### src/rtl/window_accum_pkg.sv
// Shared types and constants for the window accumulator: FSM states,
// default window/accumulator sizes and the two sample-lane widths.
package window_accum_pkg;

    typedef enum logic [1:0] {
        IDLE  = 2'd0,
        ACCUM = 2'd1,
        HOLD  = 2'd2
    } state_e;

    localparam int unsigned WINDOW_DEF = 8;
    localparam int unsigned ACC_W_DEF  = 24;
    localparam int unsigned S1_W       = 8;
    localparam int unsigned S2_W       = 16;

endpackage

### src/rtl/accum_sat_add.sv
// W-bit unsigned adder: clamps to all-ones on carry-out when WINDOW_ACCUM_SAT_EN
// is defined, otherwise wraps and reports no clamp.
module accum_sat_add #(
    parameter int unsigned W = 24
) (
    input  logic [W-1:0] a_i,
    input  logic [W-1:0] b_i,
    output logic [W-1:0] sum_o,
    output logic         ovf_o
);

`ifdef WINDOW_ACCUM_SAT_EN
    logic [W:0] raw_s;

    assign raw_s = {1'b0, a_i} + {1'b0, b_i};
    assign ovf_o = raw_s[W];
    assign sum_o = raw_s[W] ? {W{1'b1}} : raw_s[W-1:0];
`else
    // ovf_o flags a clamp; the wrapping build never clamps.
    assign sum_o = a_i + b_i;
    assign ovf_o = 1'b0;
`endif

endmodule

### src/rtl/window_accum.sv
// Accumulates the product lane and tracks the sum-lane maximum over WINDOW
// accepted samples, then holds the result behind a valid/ready handshake.
// Optional clamping build: WINDOW_ACCUM_SAT_EN.
module window_accum
    import window_accum_pkg::*;
#(
    parameter int unsigned WINDOW = WINDOW_DEF,
    parameter int unsigned ACC_W  = ACC_W_DEF
) (
    input  logic             clk,
    input  logic             reset,
    input  logic [S1_W-1:0]  s1_in,
    input  logic [S2_W-1:0]  s2_in,
    input  logic             in_valid,
    output logic             in_ready,
    output logic [ACC_W-1:0] sum_out,
    output logic [S1_W-1:0]  max_out,
    output logic             sat,
    output logic             out_valid,
    input  logic             out_ready
);

    localparam int unsigned CNT_W = $clog2(WINDOW + 1);

    state_e             state_q, state_d;
    logic [CNT_W-1:0]   cnt_q, cnt_d, cnt_inc_s;
    logic [ACC_W-1:0]   acc_q, acc_d, add_sum_s;
    logic [S1_W-1:0]    max_q, max_d, max_new_s;
    logic               satf_q, satf_d, add_ovf_s;
    logic [ACC_W-1:0]   sum_q, sum_d;
    logic [S1_W-1:0]    maxo_q, maxo_d;
    logic               sat_q, sat_d;
    logic               ov_q, ov_d;

    // acc_q is zero in IDLE, so one adder serves the first and later samples.
    accum_sat_add #(.W(ACC_W)) u_add (
        .a_i   (acc_q),
        .b_i   (ACC_W'(s2_in)),
        .sum_o (add_sum_s),
        .ovf_o (add_ovf_s)
    );

    assign cnt_inc_s = cnt_q + {{(CNT_W-1){1'b0}}, 1'b1};
    assign max_new_s = (s1_in > max_q) ? s1_in : max_q;
    assign in_ready  = (state_q != HOLD);

    // Next-state and datapath selection for the window FSM.
    always_comb begin
        state_d = state_q;
        cnt_d   = cnt_q;
        acc_d   = acc_q;
        max_d   = max_q;
        satf_d  = satf_q;
        sum_d   = sum_q;
        maxo_d  = maxo_q;
        sat_d   = sat_q;
        ov_d    = ov_q;
        case (state_q)
            IDLE, ACCUM: begin
                if (in_valid) begin
                    cnt_d  = cnt_inc_s;
                    acc_d  = add_sum_s;
                    max_d  = max_new_s;
                    satf_d = satf_q | add_ovf_s;
                    if (cnt_inc_s == CNT_W'(WINDOW)) begin
                        state_d = HOLD;
                        sum_d   = add_sum_s;
                        maxo_d  = max_new_s;
                        sat_d   = satf_q | add_ovf_s;
                        ov_d    = 1'b1;
                    end else begin
                        state_d = ACCUM;
                    end
                end else begin
                    state_d = state_q;
                end
            end
            HOLD: begin
                if (out_ready) begin
                    state_d = IDLE;
                    cnt_d   = '0;
                    acc_d   = '0;
                    max_d   = '0;
                    satf_d  = 1'b0;
                    ov_d    = 1'b0;
                end else begin
                    ov_d    = 1'b1;
                end
            end
            default: begin
                state_d = IDLE;
                cnt_d   = '0;
                acc_d   = '0;
                max_d   = '0;
                satf_d  = 1'b0;
                ov_d    = 1'b0;
            end
        endcase
    end

    // State and output registers with synchronous active-low reset.
    always_ff @(posedge clk) begin
        if (!reset) begin
            state_q <= IDLE;
            cnt_q   <= '0;
            acc_q   <= '0;
            max_q   <= '0;
            satf_q  <= 1'b0;
            sum_q   <= '0;
            maxo_q  <= '0;
            sat_q   <= 1'b0;
            ov_q    <= 1'b0;
        end else begin
            state_q <= state_d;
            cnt_q   <= cnt_d;
            acc_q   <= acc_d;
            max_q   <= max_d;
            satf_q  <= satf_d;
            sum_q   <= sum_d;
            maxo_q  <= maxo_d;
            sat_q   <= sat_d;
            ov_q    <= ov_d;
        end
    end

    assign sum_out   = sum_q;
    assign max_out   = maxo_q;
    assign sat       = sat_q;
    assign out_valid = ov_q;

endmodule

### config.mk
export PLATFORM = sky130hd
export DESIGN_NAME = window_accum
export DESIGN_NICKNAME = d
export VERILOG_FILES = /design/src/rtl/window_accum_pkg.sv /design/src/rtl/accum_sat_add.sv /design/src/rtl/window_accum.sv
export SDC_FILE = /design/constraint.sdc
export NUM_CORES = 1
export LEC_CHECK = 0
export ABC_AREA = 1
export CAP_MARGIN = 20
export CORE_MARGIN = 3
export CORE_UTILIZATION = 55
export DETAILED_ROUTE_END_ITERATION = 16
export PLACE_DENSITY = 0.85
export SYNTH_ARGS = -nofsm -noshare
export SYNTH_HDL_FRONTEND = slang
export SYNTH_SLANG_ARGS = --single-unit
### constraint.sdc
create_clock -name clk -period 3.12 [get_ports clk]
set_input_delay 0.468 -clock clk [delete_from_list [all_inputs] [get_ports clk]]
set_output_delay 0.468 -clock clk [all_outputs]
set_load 0.01 [all_outputs]
**Run 1: placement view**

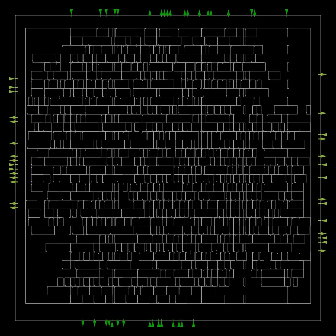
row count: 32
Core ar.: 7850 um2
Seq/total area: 26.6%
fin util: 68.0%
seq_cells: 71

**Run 1: the metal 3 layer**

Scale: 4 px per um.
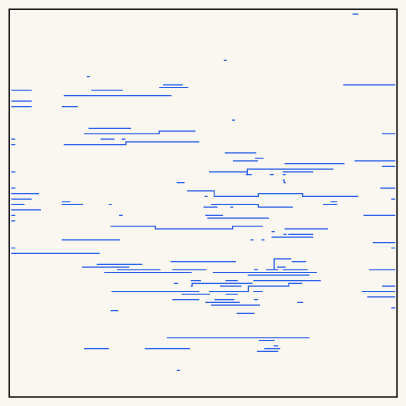
longest straight run: 35.4 um
nets with wire on the layer: 86
met3 Use GR: 3.87%
Vias: 4,606
Routed Wire Length: 11,500 um

==> flow_metrics.py, run 1 <==
# Flow results
metrics = {
    "outcome": {
        "status": "completed",
    },
    "route": {
        "firstDrtPassIters": 7,
        "routed_via_density": 5.31,
        "ant_nets": 0,
        "detail_route.wl_per_cell_um": 13.3,
    },
    "synthesis": {
        "ys_warn_count": 0,
        "syn_inst": 705,
        "yosys.area_share.simple_pct": 34.7,
        "fp_nets": 759,
        "synth_area_um2": 4510,
        "ys_sh_mux_pct": 0,
        "ys_cells": 705,
        "ff_type": "dfxtp_1",
        "top_area_share_pct": 31.5,
        "ys_seq_share_pct": 31.5,
        "most_common_cell": "nand2_1",
        "synthDistinctLibCells": 38,
        "largest_area_cell": "dfxtp_1",
        "async_reset_ff_share_pct": 0,
        "ys.flops": 71,
        "ys_area_um2": 4510,
        "ys_sh_xor_pct": 2.30,
        "top_cells_by_area": "dfxtp_1, nand2_1, inv_1, ha_1, a21oi_1",
        "avgSynthCellArea_um2": 6.40,
        "adder_share_pct": 7.38,
    },
    "min_path": {
        "hold_path_depth": 2,
        "hp-start": "max_q[7]",
    },
    "final_layout": {
        "final_area_um2": 5330,
        "clock_area_share_pct": 3.85,
        "nonClkBufAreaFrac_pct": 12.0,
        "final_common_cell": "nand2_1",
        "regArea_um2": 1420,
        "comb_area_share_pct": 47.5,
        "antennaDiodeCount": 0,
        "comb_area_um2": 2530,
        "signal_buffers": 65,
        "mostFrequentLayoutCells": "nand2_1, inv_1, dfxtp_1, a21oi_1, clkdlybuf4s50_1",
        "inverters_excl_clock": 108,
        "drive_gt1_share_pct": 4.18,
        "area_growth_pct": 18.3,
    },
    "setup_path": {
        "reg2reg_slack_ns": 1.05,
        "rr_startpoint": "acc_q[0]",
        "crit_required_ns": 3.37,
        "r2r_end": "sum_out[12]",
        "reg2regPathDepth": 14,
        "critPathKind": "input port to flip-flop",
        "crit_slowest_cell": "fa_1",
        "cp_slowest_stage_delay_ns": 0.48,
        "cp-end-kind": "flip-flop",
        "cp_top_family": "simple AND/OR/NAND/NOR gates",
        "cp-endpoint": "sum_out[12]",
        "cp_max_fo": 4,
        "crit_chain": "clkdlybuf4s50_1 > ha_1 > fa_1 > nand3_1 > nand3_1 > nand2_1 > nand2_1 > nand2_1 > nand2_1 > nand2_1 > nand2_1 > nand2_1 > nand2_1 > nand2_1 > inv_1",
        "crit_top_cell": "nand2_1",
    },
    "timing": {
        "tns_ns": 0,
        "relSlewSlack_pct": 62.5,
        "fin_worst_hold_slack_ns": 0.470,
        "period_needed_ns": 2.29,
        "hold_viol_final": 0,
        "setup_viol": 0,
        "maxSlewViolCount": 0,
        "max_freq_mhz": 437,
        "fin_worst_skew_ns": 0.0127,
    },
    "floorplanning": {
        "dieWidth_um": 96.6,
        "dieArea_um2": 9320,
        "num_io_pins": 63,
        "die_height_um": 96.6,
        "initCoreUtil_pct": 57.5,
    },
    "clock_network": {
        "post_cts_buffers": 0,
        "clkSinkCount": 71,
        "clock-root-buffer": "clkbuf_8",
        "clockBufferDepth": 2,
        "cts.htree.levels": 3,
        "cts_buffers": 9,
        "cts.repair.resized": 0,
    },
    "pwr": {
        "power.total_mw": 2.33,
        "powerDensity_nw_per_um2": 437,
        "peakVddDrop_uv": 243,
        "leakage_nw": 2.58,
    },
    "flow_run": {
        "cap_violations": 0,
        "warnings": 26,
    },
    "placed_design": {
        "portBuffers": 61,
        "hpwl_um": 8270,
        "dpl_cell_area_um2": 5130,
        "dp.cells": 851,
        "dp_slack_ns": 0.496,
    },
    "global_route": {
        "antenna_found_initial": 0,
        "grt_pass1_wl_um": 18800,
        "grt_overflow": 0,
        "first_global_vias": 4212,
    },
}
**Run 1: metal layers overlaid**

Scale: 4 px per um. Only two layers are drawn.
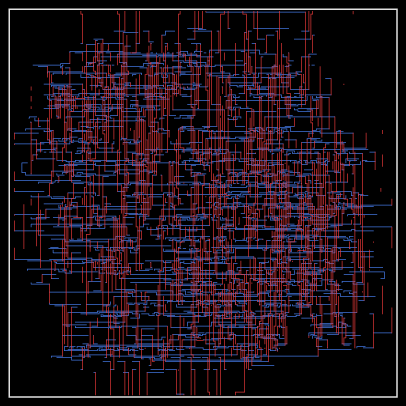
[met1] blue | wire length: 4,820 um
[met2] red | wire length: 5,520 um

## run 1: layer usage
metal | part of all wire [%] | GRT usage [%] | wire [um] | vias up
li1 | - | - | - | 2306
met1 | 42 | 32.4 | 4820 | 2074
met2 | 48 | 43.8 | 5520 | 190
met3 | 7.5 | 3.87 | 866 | 36
met4 | 2.8 | 11.2 | 322 | 0
met5 | 0 | 0 | 0 | -
## run 1: power breakdown
| group | switching (mW) | internal [mW] | total, mW |
|---|---|---|---|
| clock | 0.388 | 0.394 | 0.782 |
| combinational | 0.367 | 0.208 | 0.575 |
| sequential | 0.0280 | 0.947 | 0.975 |
| total | 0.782 | 1.55 | 2.33 |
## run 1: registers in the layout, indices dropped and copies added (netlist names)
signal and count:
cnt_q 4, out_valid 1, sum_out 24, max_q 8
state_q 2, max_out 8, acc_q 24
**Run 1: placement by cell class**

Scale: 3 px per um.
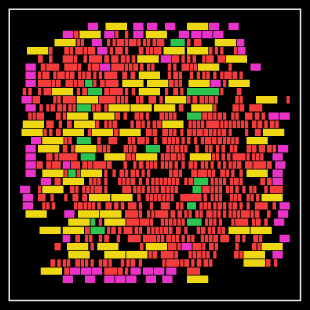

==> run 2, diff against run 1 <==
- CORE_UTILIZATION: 55 -> 50
- PLACE_DENSITY: 0.85 -> 0.82
- clock period: 3.12 -> 1.9 ns (I/O delays scaled with it)
**Run 2: placement by cell class**

Scale: 3 px per um.
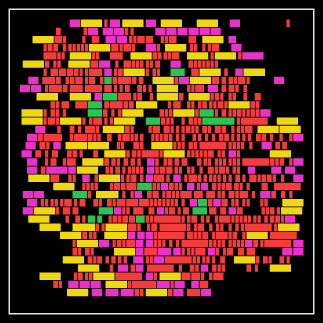
[all other logic] red | cells: 613
[flip-flops] yellow | cells: 71
[other buffers and delay cells] magenta | cells: 99
[clock drivers and dummy loads] green | cells: 16

**Run 2: the metal 3 layer**

Scale: 4 px per um.
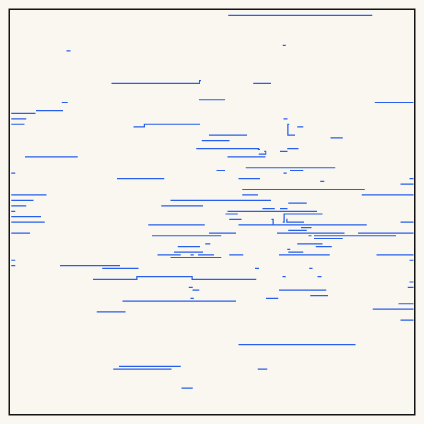
share of all routed wire: 6.3%
longest straight run: 35.7 um
wire length on this layer: 823 um

==> run 2 against run 1 <==
Effect of this change:
- cell area rose by 12%
- synthesized area unchanged
- sequential share of layout area decreased by 2.7 points
- worst hold slack got worse by 0.071 ns
- sequential power grew 66%
- clock power rose by 62%
- combinational power up 120%
- worst setup slack worse by 0.83 ns
- largest cell class unchanged
- critical endpoint is now sum_out[7]
- the run now ends with negative setup slack left
==> flow_metrics.py, run 2 <==
# Flow results
metrics = {
    "pwr": {
        "p_sw_mw": 1.42,
        "p_sw_share_pct": 33.9,
        "powerDensity_nw_per_um2": 701,
        "peakVddDrop_uv": 422,
        "power.total_mw": 4.18,
        "internal_power_mw": 2.76,
        "p_comb_share_pct": 30.7,
        "p_clk_share_pct": 30.5,
        "leakage_nw": 2.82,
        "p_clk_mw": 1.27,
        "maxPowerGroup": "sequential cells",
        "power_frac_seq_pct": 38.8,
        "pg_comb_mw": 1.28,
        "p_seq_mw": 1.62,
    },
    "placed_design": {
        "dp.cells": 888,
        "dp_slack_ns": -0.403,
        "portBuffers": 61,
        "dpl_cell_area_um2": 5390,
        "gp_congestion": 1.05,
        "hpwl_um": 8810,
    },
    "final_layout": {
        "antennaDiodeCount": 0,
        "final_area_um2": 5960,
        "final_common_cell": "nand2_1",
        "drive_gt1_share_pct": 15.4,
        "final_util_pct": 68.0,
        "fill_cells": 721,
        "mostFrequentLayoutCells": "nand2_1, inv_1, dfxtp_1, a21oi_1, clkdlybuf4s50_1",
        "nNetsFinal": 848,
        "area_growth_pct": 32.2,
        "final_cells": 907,
    },
    "setup_path": {
        "crit_top_cell": "nand2_1",
        "path_buffers": 2,
        "worst-endpoint-arrival_ns": 2.14,
        "critPathKind": "input port to flip-flop",
        "cp-start-kind": "input port",
        "reg2regPathDepth": 9,
        "cp-end-kind": "flip-flop",
        "cp_top_family": "buffers and inverters",
        "cp.depth": 10,
        "cp_slowest_stage_delay_ns": 0.50,
        "crit_slowest_cell": "clkdlybuf4s50_1",
        "crit_required_ns": 2.14,
        "reg2reg_slack_ns": -0.004,
        "crit_chain": "clkdlybuf4s50_1 > ha_4 > nand2_1 > nand2_1 > a21oi_1 > nand2_2 > xnor2_1 > nand2_1 > o211ai_1 > inv_1",
        "cp_max_fo": 4,
    },
    "synthesis": {
        "ys_cells": 705,
        "yosys.area_share.simple_pct": 34.7,
        "top_cells_by_area": "dfxtp_1, nand2_1, inv_1, ha_1, a21oi_1",
        "largest_area_cell": "dfxtp_1",
        "ys.flops": 71,
        "aoi_share_pct": 11.7,
        "synth_area_um2": 4510,
        "fp_nets": 759,
        "ys_area_um2": 4510,
        "ys_sh_xor_pct": 2.30,
        "logic_family": "simple AND/OR/NAND/NOR gates",
        "synthTopCellsByCount": "nand2_1, inv_1, dfxtp_1",
        "ff_type": "dfxtp_1",
        "syn_inst": 705,
        "avgSynthCellArea_um2": 6.40,
        "ys_sh_mux_pct": 0,
        "async_reset_ff_share_pct": 0,
        "edf_count": 0,
        "ys_seq_share_pct": 31.5,
        "synthDistinctLibCells": 38,
        "ys_warn_count": 0,
        "most_common_cell": "nand2_1",
        "adder_share_pct": 7.38,
        "top_area_share_pct": 31.5,
    },
    "floorplanning": {
        "dieWidth_um": 101,
        "dieArea_um2": 10200,
        "initCoreUtil_pct": 51.5,
        "die_height_um": 101,
        "num_io_pins": 63,
        "rows": 34,
        "core_area_um2": 8760,
    },
    "global_route": {
        "grtUsageMet2_pct": 41.5,
        "grt.total_usage_pct": 24.6,
        "grt-busiest-layer": "met2",
        "antenna_found_initial": 0,
        "grt_use_met3_pct": 5.26,
        "grt_overflow": 0,
        "first_global_vias": 4509,
        "use_met1_pct": 31.5,
        "grt_max_degree": 50,
        "grt_pass1_wl_um": 20600,
    },
    "min_path": {
        "hold_path.class": "input port to flip-flop",
        "hold_path_depth": 4,
    },
    "route": {
        "route.met3.wl_um": 822,
        "wl_met2_um": 6500,
        "firstDrtPassIters": 6,
        "ant_nets": 0,
        "drt_iter0_drc": 304,
        "drt_wl_total_um": 13100,
        "detail_route.wl_per_cell_um": 14.4,
        "top_layer": "met4",
        "routed_via_density": 5.30,
        "drc_errors": 0,
        "vias": 4804,
        "drt-met1-wl_um": 5480,
    },
    "clock_network": {
        "cts_buffers": 9,
        "clockBufferDepth": 2,
        "cts.htree.levels": 3,
        "path_clk_slew_ns": 0.08,
        "cts_tree": "done",
        "clock-root-buffer": "clkbuf_8",
        "clkLatencyLatePin_ns": 0.35,
        "clkSinkCount": 71,
    },
    "flow_run": {
        "cap_violations": 0,
        "warnings": 27,
    },
    "timing": {
        "grt_setup_unrepaired": "yes",
        "setup_viol": 1,
        "tns_ns": -0.00439,
        "fin_crit_sh_pct": 100,
        "hold_viol_final": 0,
        "fin_worst_hold_slack_ns": 0.399,
        "fin_worst_skew_ns": 0.00630,
        "max_freq_mhz": 525,
        "maxSlewViolCount": 0,
        "period_needed_ns": 1.90,
        "finalWorstSetupSlack_ns": -0.00439,
    },
    "outcome": {
        "failed_checks": "negative setup slack",
        "status": "finished with violations",
    },
}
==> run 2: cell counts after synthesis <==
Identical to the previous run, type by type.
==> run 2: worst paths after layout <==
| kind | startpoint | endpoint |
|---|---|---|
| worst max-delay path | s2_in[4] | sum_out[7] |
| worst max register to register | acc_q[5] | sum_out[7] |
| worst min register to register | sum_out[1] | sum_out[1] |
| worst min-delay path | s2_in[0] | sum_out[0] |
==> run 2: cell type report <==
class                      instances  area (um2)  area share [%]
clock inverter                     6        67.6            1.13
tap                              108         135            2.27
timing repair buffer              99         935            15.7
sequential                        71        1430            23.9
inverter                         108         408            6.84
multi-input combinational        505        2860            47.9
clock buffer                      10         138            2.31
==> run 2: what timing repair did <==
action,CTS,global route
setup buffers,0,3
setup endpoints to repair,6,48
gates cloned,0,0
resized,2,69
pin swaps,0,17
hold buffers,0,0
**Run 2: placement view**

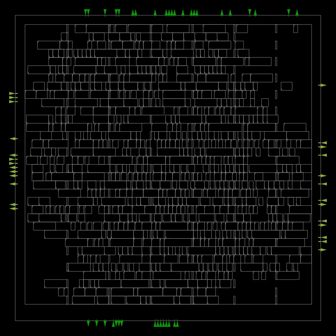

==> run 3, diff against run 2 <==
- CORE_MARGIN: 3 -> default
- PLACE_DENSITY: 0.82 -> 0.77
**Run 3: placement view**

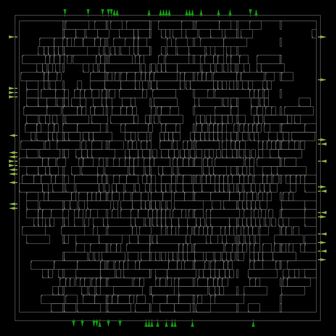
row count: 34
Non-Filler Instances: 908
fin util: 68.8%
Seq/total area: 23.8%
FILL cells: 706

**Run 3: metal layers overlaid**

Scale: 4 px per um. Only two layers are drawn.
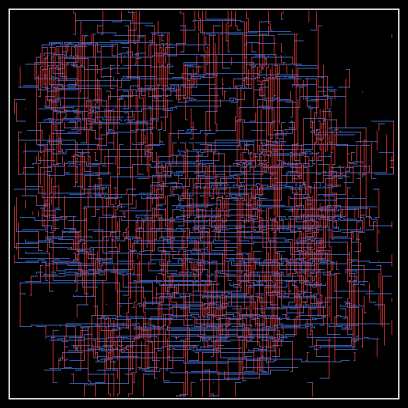
[met1] blue | wire length: 5,690 um
[met2] red | wire length: 6,060 um
Routed Wire Length: 12,600 um
gr usage total: 25.8%

==> run 3 against run 2 <==
Effect of this change:
- the flow now finishes without violations
- critical path depth did not move
- global-route usage rose by 1.2 points
- register-to-register slack improved by 0.09 ns
- worst setup slack improved by 0.086 ns
- first-iteration DRC count rose by 15%
- clock-buffer cell count did not move
- synthesized area did not move
==> flow_metrics.py, run 3 <==
# Flow results
metrics = {
    "floorplanning": {
        "dieWidth_um": 97.0,
        "num_io_pins": 63,
        "initCoreUtil_pct": 51.7,
        "dieArea_um2": 9410,
        "core_area_um2": 8720,
    },
    "setup_path": {
        "cp-end-kind": "flip-flop",
        "crit_slowest_cell": "dfxtp_1",
        "cp_slowest_stage_delay_ns": 0.43,
        "cp_max_fo": 4,
        "cp-endpoint": "acc_q[14]",
        "r2r_end": "acc_q[14]",
        "critPathKind": "flip-flop to flip-flop",
        "rr_startpoint": "acc_q[8]",
        "cp.depth": 10,
        "worst-endpoint-arrival_ns": 2.07,
        "cp_top_family": "simple AND/OR/NAND/NOR gates",
        "path_buffers": 1,
        "crit_required_ns": 2.15,
        "cp-start-kind": "flip-flop",
        "startpoint": "acc_q[8]",
    },
    "global_route": {
        "first_global_vias": 4489,
        "grt_pass1_wl_um": 19700,
        "grt-busiest-layer": "met2",
        "grt_use_met3_pct": 3.97,
        "grt_overflow": 0,
        "antenna_found_initial": 0,
        "grt_max_degree": 50,
        "grtUsageMet2_pct": 43.6,
    },
    "synthesis": {
        "fp_nets": 759,
        "synthTopCellsByCount": "nand2_1, inv_1, dfxtp_1",
        "edf_count": 0,
        "ys_sh_xor_pct": 2.30,
        "most_common_cell": "nand2_1",
        "top_cells_by_area": "dfxtp_1, nand2_1, inv_1, ha_1, a21oi_1",
        "ys_cells": 705,
        "ff_type": "dfxtp_1",
        "synthDistinctLibCells": 38,
        "ys.flops": 71,
        "avgSynthCellArea_um2": 6.40,
        "aoi_share_pct": 11.7,
        "ys_sh_mux_pct": 0,
        "yosys.area_share.simple_pct": 34.7,
        "async_reset_ff_share_pct": 0,
        "logic_family": "simple AND/OR/NAND/NOR gates",
    },
    "timing": {
        "maxSlewViolCount": 0,
        "setup_viol": 0,
        "fin_crit_sh_pct": 95.7,
        "tns_ns": 0,
        "fin_worst_hold_slack_ns": 0.386,
        "max_freq_mhz": 550,
        "period_needed_ns": 1.82,
        "grt_setup_unrepaired": "yes",
        "fin_worst_skew_ns": 0.0123,
    },
    "placed_design": {
        "dp.cells": 891,
        "hpwl_um": 8730,
        "dpl_cell_area_um2": 5420,
        "gp_congestion": 0.976,
        "dp_slack_ns": -0.408,
    },
    "pwr": {
        "internal_power_mw": 2.87,
        "p_seq_mw": 1.62,
        "p_sw_share_pct": 33.3,
        "power.total_mw": 4.31,
        "peakVddDrop_uv": 435,
        "p_clk_share_pct": 32.7,
        "maxPowerGroup": "sequential cells",
        "p_clk_mw": 1.41,
    },
    "clock_network": {
        "cts.htree.levels": 3,
        "path_clk_slew_ns": 0.09,
        "postCtsHoldBufs": 0,
        "clkLatencyLatePin_ns": 0.37,
        "clockBufferDepth": 2,
        "clkSinkCount": 71,
        "cts_tree": "done",
    },
    "final_layout": {
        "area_growth_pct": 33.0,
        "nNetsFinal": 849,
        "antennaDiodeCount": 0,
    },
    "route": {
        "top_layer": "met4",
        "route.met3.wl_um": 536,
        "drc_errors": 0,
        "wl_met2_um": 6060,
        "detail_route.wl_per_cell_um": 13.9,
        "drt_iter0_drc": 350,
        "vias": 4794,
        "ant_nets": 0,
    },
    "flow_run": {
        "cap_violations": 0,
        "warnings": 27,
    },
    "min_path": {
        "hp-start": "s2_in[0]",
        "hold_path.class": "input port to flip-flop",
        "holdPathEnd": "acc_q[0]",
    },
    "outcome": {
        "status": "completed",
    },
}
[run 3: cell counts after synthesis]
Identical to the previous run, type by type.
[run 3: cells by family (layout without fill, tap and decap cells)]
logic type	Yosys count	in the layout
AND-OR/OR-AND	94	94
AND/OR/NAND/NOR	373	373
XOR/XNOR	11	11
buffers and inverters	129	224
other	1	1
flip-flops	71	71
adder cells (fa/ha/maj)	26	26
[run 3: what timing repair did]
item,4_1_cts,5_1_grt
pin swaps,0,18
gates resized,1,68
buffers inserted,0,1
setup endpoints to repair,2,41
hold endpoints to repair,0,0
[run 3: area by class of cell]
type	count	area (um2)
fill	706	2720
timing repair buffer	100	946
tap	108	135
sequential	71	1430
inverter	108	408
clock buffer	10	128
clock inverter	6	92.6
multi-input combinational	505	2860
Power figures rest on the tool's default switching activity, not on a simulated workload.
